### src/rtl/tube_p_r3_dma_if.sv
// Parasite-side bus bundle for the Tube register 3 transfer engine.
//   Tube side : p_nmi_b (ULA NMI, active low), p_cs_b, p_addr, p_rdnw, p_data_in, p_data_out
//   Memory    : mem_addr, mem_re, mem_rdata (valid the cycle after mem_re), mem_we, mem_wdata
// master = transfer engine, slave = Tube ULA / memory side.
interface tube_p_r3_dma_if #(
  parameter int unsigned ADDR_W = 16
) ();
  logic              p_nmi_b;
  logic              p_cs_b;
  logic [2:0]        p_addr;
  logic              p_rdnw;
  logic [7:0]        p_data_in;
  logic [7:0]        p_data_out;
  logic [ADDR_W-1:0] mem_addr;
  logic              mem_re;
  logic [7:0]        mem_rdata;
  logic              mem_we;
  logic [7:0]        mem_wdata;

  modport master (
    input  p_nmi_b, p_data_in, mem_rdata,
    output p_cs_b, p_addr, p_rdnw, p_data_out, mem_addr, mem_re, mem_we, mem_wdata
  );

  modport slave (
    output p_nmi_b, p_data_in, mem_rdata,
    input  p_cs_b, p_addr, p_rdnw, p_data_out, mem_addr, mem_re, mem_we, mem_wdata
  );
endinterface

### src/rtl/tube_p_r3_dma.sv
// NMI-driven transfer engine between Tube register 3 (parasite address 5) and parasite memory.
// Each NMI moves one or two bytes (cfg_two_byte must match the ULA V flag).
//   p_phi2 / p_rst_b : clock (posedge) / asynchronous active-low reset
//   start, abort     : one-cycle control pulses; cfg_* latched on start
//   busy, done       : engine active / one-cycle completion (or abort) pulse
//   remaining        : bytes still to move
//   bus              : Tube + memory signals (tube_p_r3_dma_if.master)
// Optional: define TUBE_P_R3_DMA_IRQ_EN to add irq_b (sticky active-low completion
// interrupt) and irq_clr.
module tube_p_r3_dma #(
  parameter int unsigned ADDR_W = 16,
  parameter int unsigned CNT_W  = 16
) (
  input  logic              p_phi2,
  input  logic              p_rst_b,
  input  logic              start,
  input  logic              abort,
  input  logic [ADDR_W-1:0] cfg_addr,
  input  logic [CNT_W-1:0]  cfg_count,
  input  logic              cfg_dir,
  input  logic              cfg_two_byte,
  output logic              busy,
  output logic              done,
  output logic [CNT_W-1:0]  remaining,
`ifdef TUBE_P_R3_DMA_IRQ_EN
  output logic              irq_b,
  input  logic              irq_clr,
`endif
  tube_p_r3_dma_if.master   bus
);

  typedef enum logic [3:0] {
    StIdle, StWait, StTubeRd, StMemWr, StMemRd, StMemWait, StTubeWr, StSettle, StFin
  } state_e;

  state_e            state_q;
  logic [ADDR_W-1:0] addr_q;
  logic [CNT_W-1:0]  rem_q;
  logic              dir_q, two_q, burst_q, abort_pend_q, done_q;
  logic              cs_b_q, rdnw_q, mem_re_q, mem_we_q;
  logic [2:0]        p_addr_q;
  logic [7:0]        data_out_q, mem_wdata_q;

  // Outputs are registered: each transition loads the values the next state presents.
  always_ff @(posedge p_phi2 or negedge p_rst_b) begin
    if (!p_rst_b) begin
      state_q      <= StIdle;
      addr_q       <= '0;
      rem_q        <= '0;
      dir_q        <= 1'b0;
      two_q        <= 1'b0;
      burst_q      <= 1'b0;
      abort_pend_q <= 1'b0;
      done_q       <= 1'b0;
      cs_b_q       <= 1'b1;
      rdnw_q       <= 1'b1;
      p_addr_q     <= 3'd0;
      data_out_q   <= 8'd0;
      mem_re_q     <= 1'b0;
      mem_we_q     <= 1'b0;
      mem_wdata_q  <= 8'd0;
    end else begin
      done_q   <= 1'b0;
      cs_b_q   <= 1'b1;
      rdnw_q   <= 1'b1;
      mem_re_q <= 1'b0;
      mem_we_q <= 1'b0;
      // Abort outside WAIT/SETTLE waits here so an in-flight byte always finishes.
      if (abort && state_q != StIdle) abort_pend_q <= 1'b1;

      unique case (state_q)
        StIdle: begin
          if (start) begin
            if (cfg_count != '0) begin
              addr_q       <= cfg_addr;
              rem_q        <= cfg_count;
              dir_q        <= cfg_dir;
              two_q        <= cfg_two_byte;
              abort_pend_q <= 1'b0;
              state_q      <= StWait;
            end else begin
              rem_q  <= '0;
              done_q <= 1'b1;
            end
          end
        end
        StWait: begin
          if (abort || abort_pend_q) begin
            state_q <= StFin;
            done_q  <= 1'b1;
          end else if (!bus.p_nmi_b) begin
            burst_q <= 1'b0;
            if (dir_q) begin
              state_q  <= StMemRd;
              mem_re_q <= 1'b1;
            end else begin
              state_q  <= StTubeRd;
              cs_b_q   <= 1'b0;
              p_addr_q <= 3'd5;
            end
          end
        end
        StTubeRd: begin
          mem_wdata_q <= bus.p_data_in;
          mem_we_q    <= 1'b1;
          state_q     <= StMemWr;
        end
        StMemRd: state_q <= StMemWait;
        StMemWait: begin
          data_out_q <= bus.mem_rdata;
          cs_b_q     <= 1'b0;
          rdnw_q     <= 1'b0;
          p_addr_q   <= 3'd5;
          state_q    <= StTubeWr;
        end
        // Byte complete: the burst decision is folded into this edge so a byte costs
        // only its access cycles.
        StMemWr, StTubeWr: begin
          addr_q <= addr_q + ADDR_W'(1);
          rem_q  <= rem_q - CNT_W'(1);
          if (rem_q == CNT_W'(1)) begin
            state_q <= StFin;
            done_q  <= 1'b1;
          end else if (two_q && !burst_q) begin
            // Second byte of the burst goes without re-checking NMI.
            burst_q <= 1'b1;
            if (dir_q) begin
              state_q  <= StMemRd;
              mem_re_q <= 1'b1;
            end else begin
              state_q  <= StTubeRd;
              cs_b_q   <= 1'b0;
              p_addr_q <= 3'd5;
            end
          end else begin
            state_q <= StSettle;
          end
        end
        // One dead cycle lets the ULA's combinational NMI fall before it is sampled again.
        StSettle: begin
          if (abort || abort_pend_q) begin
            state_q <= StFin;
            done_q  <= 1'b1;
          end else begin
            state_q <= StWait;
          end
        end
        StFin: begin
          abort_pend_q <= 1'b0;
          state_q      <= StIdle;
        end
        default: state_q <= StIdle;
      endcase
    end
  end

`ifdef TUBE_P_R3_DMA_IRQ_EN
  logic irq_b_q;

  always_ff @(posedge p_phi2 or negedge p_rst_b) begin
    if (!p_rst_b)     irq_b_q <= 1'b1;
    else if (irq_clr) irq_b_q <= 1'b1;
    else if (done_q)  irq_b_q <= 1'b0;
  end

  assign irq_b = irq_b_q;
`endif

  assign busy           = (state_q != StIdle);
  assign done           = done_q;
  assign remaining      = rem_q;
  assign bus.p_cs_b     = cs_b_q;
  assign bus.p_addr     = p_addr_q;
  assign bus.p_rdnw     = rdnw_q;
  assign bus.p_data_out = data_out_q;
  assign bus.mem_addr   = addr_q;
  assign bus.mem_re     = mem_re_q;
  assign bus.mem_we     = mem_we_q;
  assign bus.mem_wdata  = mem_wdata_q;

endmodule

### src/flat_wrapper.sv
// flat-port wrapper written by rule: the top's interface ports become plain ports
module tube_p_r3_dma_flat 
#(
  parameter int unsigned ADDR_W = 16,
  parameter int unsigned CNT_W  = 16
)
  (p_phi2, p_rst_b, start, abort, cfg_addr, cfg_count, cfg_dir, cfg_two_byte, busy, done, remaining, bus_p_nmi_b, bus_p_data_in, bus_mem_rdata, bus_p_cs_b, bus_p_addr, bus_p_rdnw, bus_p_data_out, bus_mem_addr, bus_mem_re, bus_mem_we, bus_mem_wdata);
  tube_p_r3_dma_if #(.ADDR_W(ADDR_W)) bus_i ();
  input  logic p_phi2;
  input  logic p_rst_b;
  input  logic start;
  input  logic abort;
  input  logic [ADDR_W-1:0] cfg_addr;
  input  logic [CNT_W-1:0] cfg_count;
  input  logic cfg_dir;
  input  logic cfg_two_byte;
  output logic busy;
  output logic done;
  output logic [CNT_W-1:0] remaining;
  input wire logic [$bits(bus_i.p_nmi_b)-1:0] bus_p_nmi_b;
  input wire logic [$bits(bus_i.p_data_in)-1:0] bus_p_data_in;
  input wire logic [$bits(bus_i.mem_rdata)-1:0] bus_mem_rdata;
  output wire logic [$bits(bus_i.p_cs_b)-1:0] bus_p_cs_b;
  output wire logic [$bits(bus_i.p_addr)-1:0] bus_p_addr;
  output wire logic [$bits(bus_i.p_rdnw)-1:0] bus_p_rdnw;
  output wire logic [$bits(bus_i.p_data_out)-1:0] bus_p_data_out;
  output wire logic [$bits(bus_i.mem_addr)-1:0] bus_mem_addr;
  output wire logic [$bits(bus_i.mem_re)-1:0] bus_mem_re;
  output wire logic [$bits(bus_i.mem_we)-1:0] bus_mem_we;
  output wire logic [$bits(bus_i.mem_wdata)-1:0] bus_mem_wdata;
  assign bus_i.p_nmi_b = bus_p_nmi_b;
  assign bus_i.p_data_in = bus_p_data_in;
  assign bus_i.mem_rdata = bus_mem_rdata;
  assign bus_p_cs_b = bus_i.p_cs_b;
  assign bus_p_addr = bus_i.p_addr;
  assign bus_p_rdnw = bus_i.p_rdnw;
  assign bus_p_data_out = bus_i.p_data_out;
  assign bus_mem_addr = bus_i.mem_addr;
  assign bus_mem_re = bus_i.mem_re;
  assign bus_mem_we = bus_i.mem_we;
  assign bus_mem_wdata = bus_i.mem_wdata;
  tube_p_r3_dma #(.ADDR_W(ADDR_W), .CNT_W(CNT_W)) u_core (.p_phi2(p_phi2), .p_rst_b(p_rst_b), .start(start), .abort(abort), .cfg_addr(cfg_addr), .cfg_count(cfg_count), .cfg_dir(cfg_dir), .cfg_two_byte(cfg_two_byte), .busy(busy), .done(done), .remaining(remaining), .bus(bus_i));
endmodule
### config.mk
export PLATFORM = sky130hd
export DESIGN_NAME = tube_p_r3_dma_flat
export DESIGN_NICKNAME = d
export VERILOG_FILES = /design/src/rtl/tube_p_r3_dma_if.sv /design/src/rtl/tube_p_r3_dma.sv /design/src/flat_wrapper.sv
export SDC_FILE = /design/constraint.sdc
export NUM_CORES = 1
export LEC_CHECK = 0
export CAP_MARGIN = 20
export CORE_AREA = 2 2 87 89
export CTS_CLUSTER_DIAMETER = 150
export DETAILED_ROUTE_END_ITERATION = 7
export DIE_AREA = 0 0 89 91
export PLACE_DENSITY_LB_ADDON = 0.12
export SKIP_LAST_GASP = 1
export SLEW_MARGIN = 20
export SYNTH_ARGS = -nofsm -noshare
export SYNTH_HDL_FRONTEND = slang
export SYNTH_SLANG_ARGS = --single-unit
export TNS_END_PERCENT = 10
### constraint.sdc
create_clock -name p_phi2 -period 2.85 [get_ports p_phi2]
set_clock_uncertainty 0.2 [all_clocks]
set_input_delay 0.57 -clock p_phi2 [delete_from_list [all_inputs] [get_ports p_phi2]]
set_output_delay 0.57 -clock p_phi2 [all_outputs]
set_load 0.03 [all_outputs]
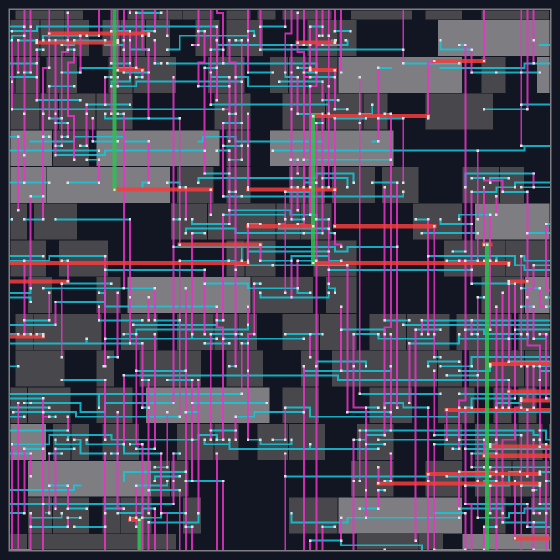
Fig. 1. Layout detail.
Region (24, 26) to (64, 66) um. Cells in grey, sequential cells in the stronger grey; small squares are vias.
- cyan: met1
- green: met4
- magenta: met2
- red: met3
- most frequent: nand2_1 (13), dfrtp_1 (10)
- sequential cells in the window: 10
- cells with their middle in the window: 120
- netlist names of flops here include: `u_core.bus.mem_addr` (3), `u_core.remaining` (3), `u_core.state_q` (3)

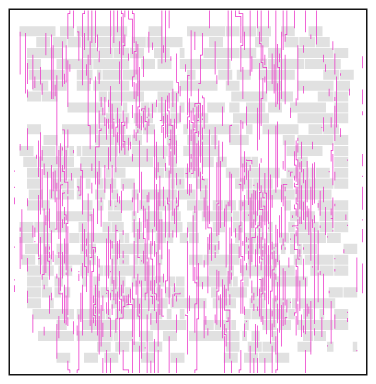
Fig. 2. The metal 2 layer.
Scale: 4 px per um.
- share of all routed wire: 49%
- wire length on this layer: 4,370 um
- nets with wire on the layer: 445
drt total wl: 8.95 mm
Vias: 3,092
GR met2 Demand/Resource: 36.4%

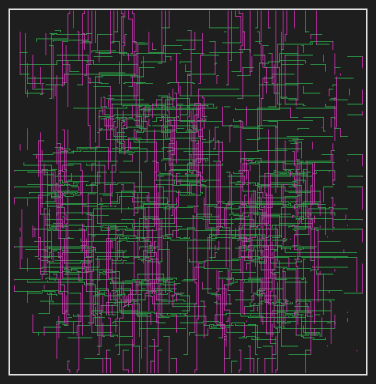
Fig. 3. Routed metal, one colour a layer.
Scale: 4 px per um. Only two layers are drawn.
- green: met1 (wire length 3,700 um)
- magenta: met2 (wire length 4,370 um)

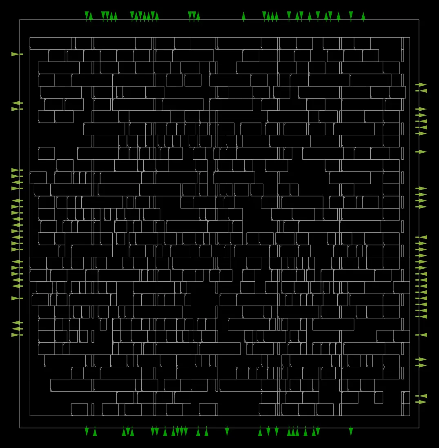
Fig. 4. Placement view.
core area: 0.00714 mm^2
number of standard cells in the final layout excluding fillers: 553
proportion of cell area occupied by registers: 33.4%

==> tab_implementation.tex <==
% Auto-generated results table
\begin{tabular}{lr}
\hline
Metric & Value \\
\hline
\multicolumn{2}{l}{\textbf{Cells and area}} \\
\quad Share of post-route cells with drive strength above 1 & 13.4\% \\
\quad Synthesis-to-layout area growth & 44.2\% \\
\quad Antenna diode count & 0 \\
\quad Area taken by flip-flops and latches & 0.00155 mm\^{}2 \\
\multicolumn{2}{l}{\textbf{Worst setup path}} \\
\quad Series of cell instances along the critical path & or4\_1, dlygate4sd2\_1 \\
\quad Kind of critical path & reg -> out \\
\quad Critical path's largest stage delay & 650 ps \\
\quad Startpoint kind of the worst setup timing path & flop \\
\quad Maximum fanout count along the critical path & 11 \\
\quad Slowest stage cell, crit path & sky130\_fd\_sc\_hd\_\_or4\_1 \\
\multicolumn{2}{l}{\textbf{Global route}} \\
\quad Number of antenna violations at the first check in global routing & 0 \\
\quad All-Layer GR Usage & 22.8\% \\
\quad Most Used Layer, Global Route & met2 \\
\quad Met3 track utilization from global routing & 6.27\% \\
\multicolumn{2}{l}{\textbf{Synth}} \\
\quad Cell types with the largest area share after synthesis & sky130\_fd\_sc\_hd\_\_dfrtp\_1 (46\%), sky130\_fd\_sc\_hd\_\_mux2\_2 (5.6\%), sky130\_fd\_sc\_hd\_\_nand2\_1 (5.1\%) \\
\quad Async S/R FF share, synth & 100\% \\
\quad Sequential share of the synthesized area & 48.1\% \\
\quad Area leader, netlist & sky130\_fd\_sc\_hd\_\_dfrtp\_1 \\
\quad Fraction of post-synthesis cell area in the top cell type by area & 46.5\% \\
\quad Area fraction in compound gates & 15.6\% \\
\quad Syn nets & 389 \\
\quad Warning count from the yosys run & 0 \\
\quad List of most frequent post-synthesis cells & sky130\_fd\_sc\_hd\_\_dfrtp\_1 (60), sky130\_fd\_sc\_hd\_\_nand2\_1 (44), sky130\_fd\_sc\_hd\_\_nand3\_1 (25), sky130\_fd\_sc\_hd\_\_nor2\_1 (20) \\
\quad Post-Syn Area & 0.00323 mm\^{}2 \\
\quad Post-synthesis area per instance & 9.76 um\^{}2 \\
\quad Yosys Chip Area & 0.00323 mm\^{}2 \\
\quad Dominant comb cell & simple AND/OR/NAND/NOR gates \\
\quad Simple logic cell fraction of the synthesized area & 24.9\% \\
\multicolumn{2}{l}{\textbf{Clock network}} \\
\quad Number of buffers inserted by hold repair at cts & 0 \\
\quad Number of gates given a new drive strength after cts & 1 \\
\quad Number of H-tree branching levels & 3 \\
\quad CTS tree & yes \\
\multicolumn{2}{l}{\textbf{Timing}} \\
\quad Period Utilization, post-route & 94.3\% \\
\quad Aggregate negative setup slack & 0 ps \\
\quad Final setup slack of the worst path & 162 ps \\
\quad Final-report hold violation count & 0 \\
\multicolumn{2}{l}{\textbf{Placement}} \\
\quad Number of buffers added on ports & 110 \\
\multicolumn{2}{l}{\textbf{Route}} \\
\quad Antenna-violating nets left & 0 \\
\quad Wire length per cell after detailed routing & 16.2 um \\
\multicolumn{2}{l}{\textbf{Floorplan}} \\
\quad Io pins & 112 \\
\multicolumn{2}{l}{\textbf{Power and ir drop}} \\
\quad Proportion of power drawn by combinational gates & 52.9\% \\
\quad Switching power as a share of total power & 45.5\% \\
\quad Part of the power in registers & 32.7\% \\
\quad Pwr/cell area & 1140 mW/mm\^{}2 \\
\quad Power Total & 5.30 mW \\
\multicolumn{2}{l}{\textbf{Outcome}} \\
\quad Status & finished, final reports clean \\
\hline
\end{tabular}
[cell type report]
type / instances / area share, %
inverters: 8 / 0.645
clock inverters: 6 / 1.34
flip-flops and latches: 62 / 33.4
clock buffers: 10 / 2.74
well taps: 99 / 2.66
multi-input cells: 244 / 33.2
repair buffers: 124 / 26.0
[final timing paths]
kind	from	end	slack (ps)	cells past startpoint
worst min-delay path	p_rst_b	u_core.remaining[8]	40	1
worst min register to register	u_core.bus.p_addr[0]	u_core.bus.p_addr[0]	290	1
min in group p_phi2	u_core.bus.p_addr[0]	u_core.bus.p_addr[0]	290	1
worst max register to register	u_core.remaining[3]	u_core.state_q[0]	390	5
max in group asynchronous	p_rst_b	u_core.bus.p_rdnw	1720	2
worst max-delay path	u_core.state_q[0]	busy	160	2
[layer usage]
| metal | vias up | part of all wire, % |
|---|---|---|
| met3 | 15 | 8.0 |
| li1 | 1474 | - |
| met2 | 141 | 49 |
| met4 | 0 | 1.8 |
| met1 | 1462 | 41 |
| met5 | - | 0 |
[power groups by stage]
| stage | clock (mW) | combinational [mW] | sequential [mW] |
|---|---|---|---|
| 2_1_floorplan | 0 | 1.14 | 2.27 |
| 3_3_place_gp | 0 | 2.78 | 1.72 |
| 3_5_place_dp | 0 | 2.81 | 1.73 |
| 4_1_cts | 0.772 | 2.82 | 1.72 |
| 5_1_grt | 0.814 | 3.00 | 1.80 |
| 6_report | 0.765 | 2.80 | 1.73 |
[sequential cells by signal, summed over array words and instances (netlist names), 4 cells and up]
signal,count
u_core.bus.mem_addr,16
u_core.remaining,16
u_core.state_q,4
u_core.bus.mem_wdata,8
u_core.bus.p_data_out,8
[cells in the final DEF, fill, tap and decap left out, drive strengths merged, types with 8 or more instances in the layout]
| cell | instances |
|---|---|
| clkdlybuf4s50 | 108 |
| dfrtp | 60 |
| nand2 | 44 |
| nand3 | 26 |
| nor2 | 20 |
| a21oi | 16 |
| mux2 | 16 |
| o211ai | 15 |
| buf | 15 |
| o21ai | 12 |
| clkbuf | 10 |
| nor4 | 10 |
| inv | 8 |
| nor3 | 8 |
| o311ai | 8 |
[worst register-to-register path: cells and delay by family, from the launching register on]
| kind | cells | cell delay [ps] |
|---|---|---|
| AND-OR/OR-AND | 3 | 600 |
| AND/OR/NAND/NOR | 2 | 1060 |
| flip-flops | 1 | 470 |
[stage by stage]
stage | cell area (um^2) | instances | hold WS [ps]
global placement | 4470 | 537 | 285
CTS | 4660 | 553 | 62.3
detailed placement | 4470 | 537 | 282
global route | 4660 | 553 | 79.3
finish | 4660 | 553 | 40.2
floorplan | 3230 | 331 | 74.4
[logic make-up (layout without fill, tap and decap cells)]
logic type	Yosys count	after routing
multiplexers	16	16
AND/OR/NAND/NOR	148	148
flip-flops	62	62
adder cells (fa/ha/maj)	3	3
AND-OR/OR-AND	74	74
other	1	1
XOR/XNOR	2	2
buffers and inverters	25	148
Power and IR drop assume default switching activity.
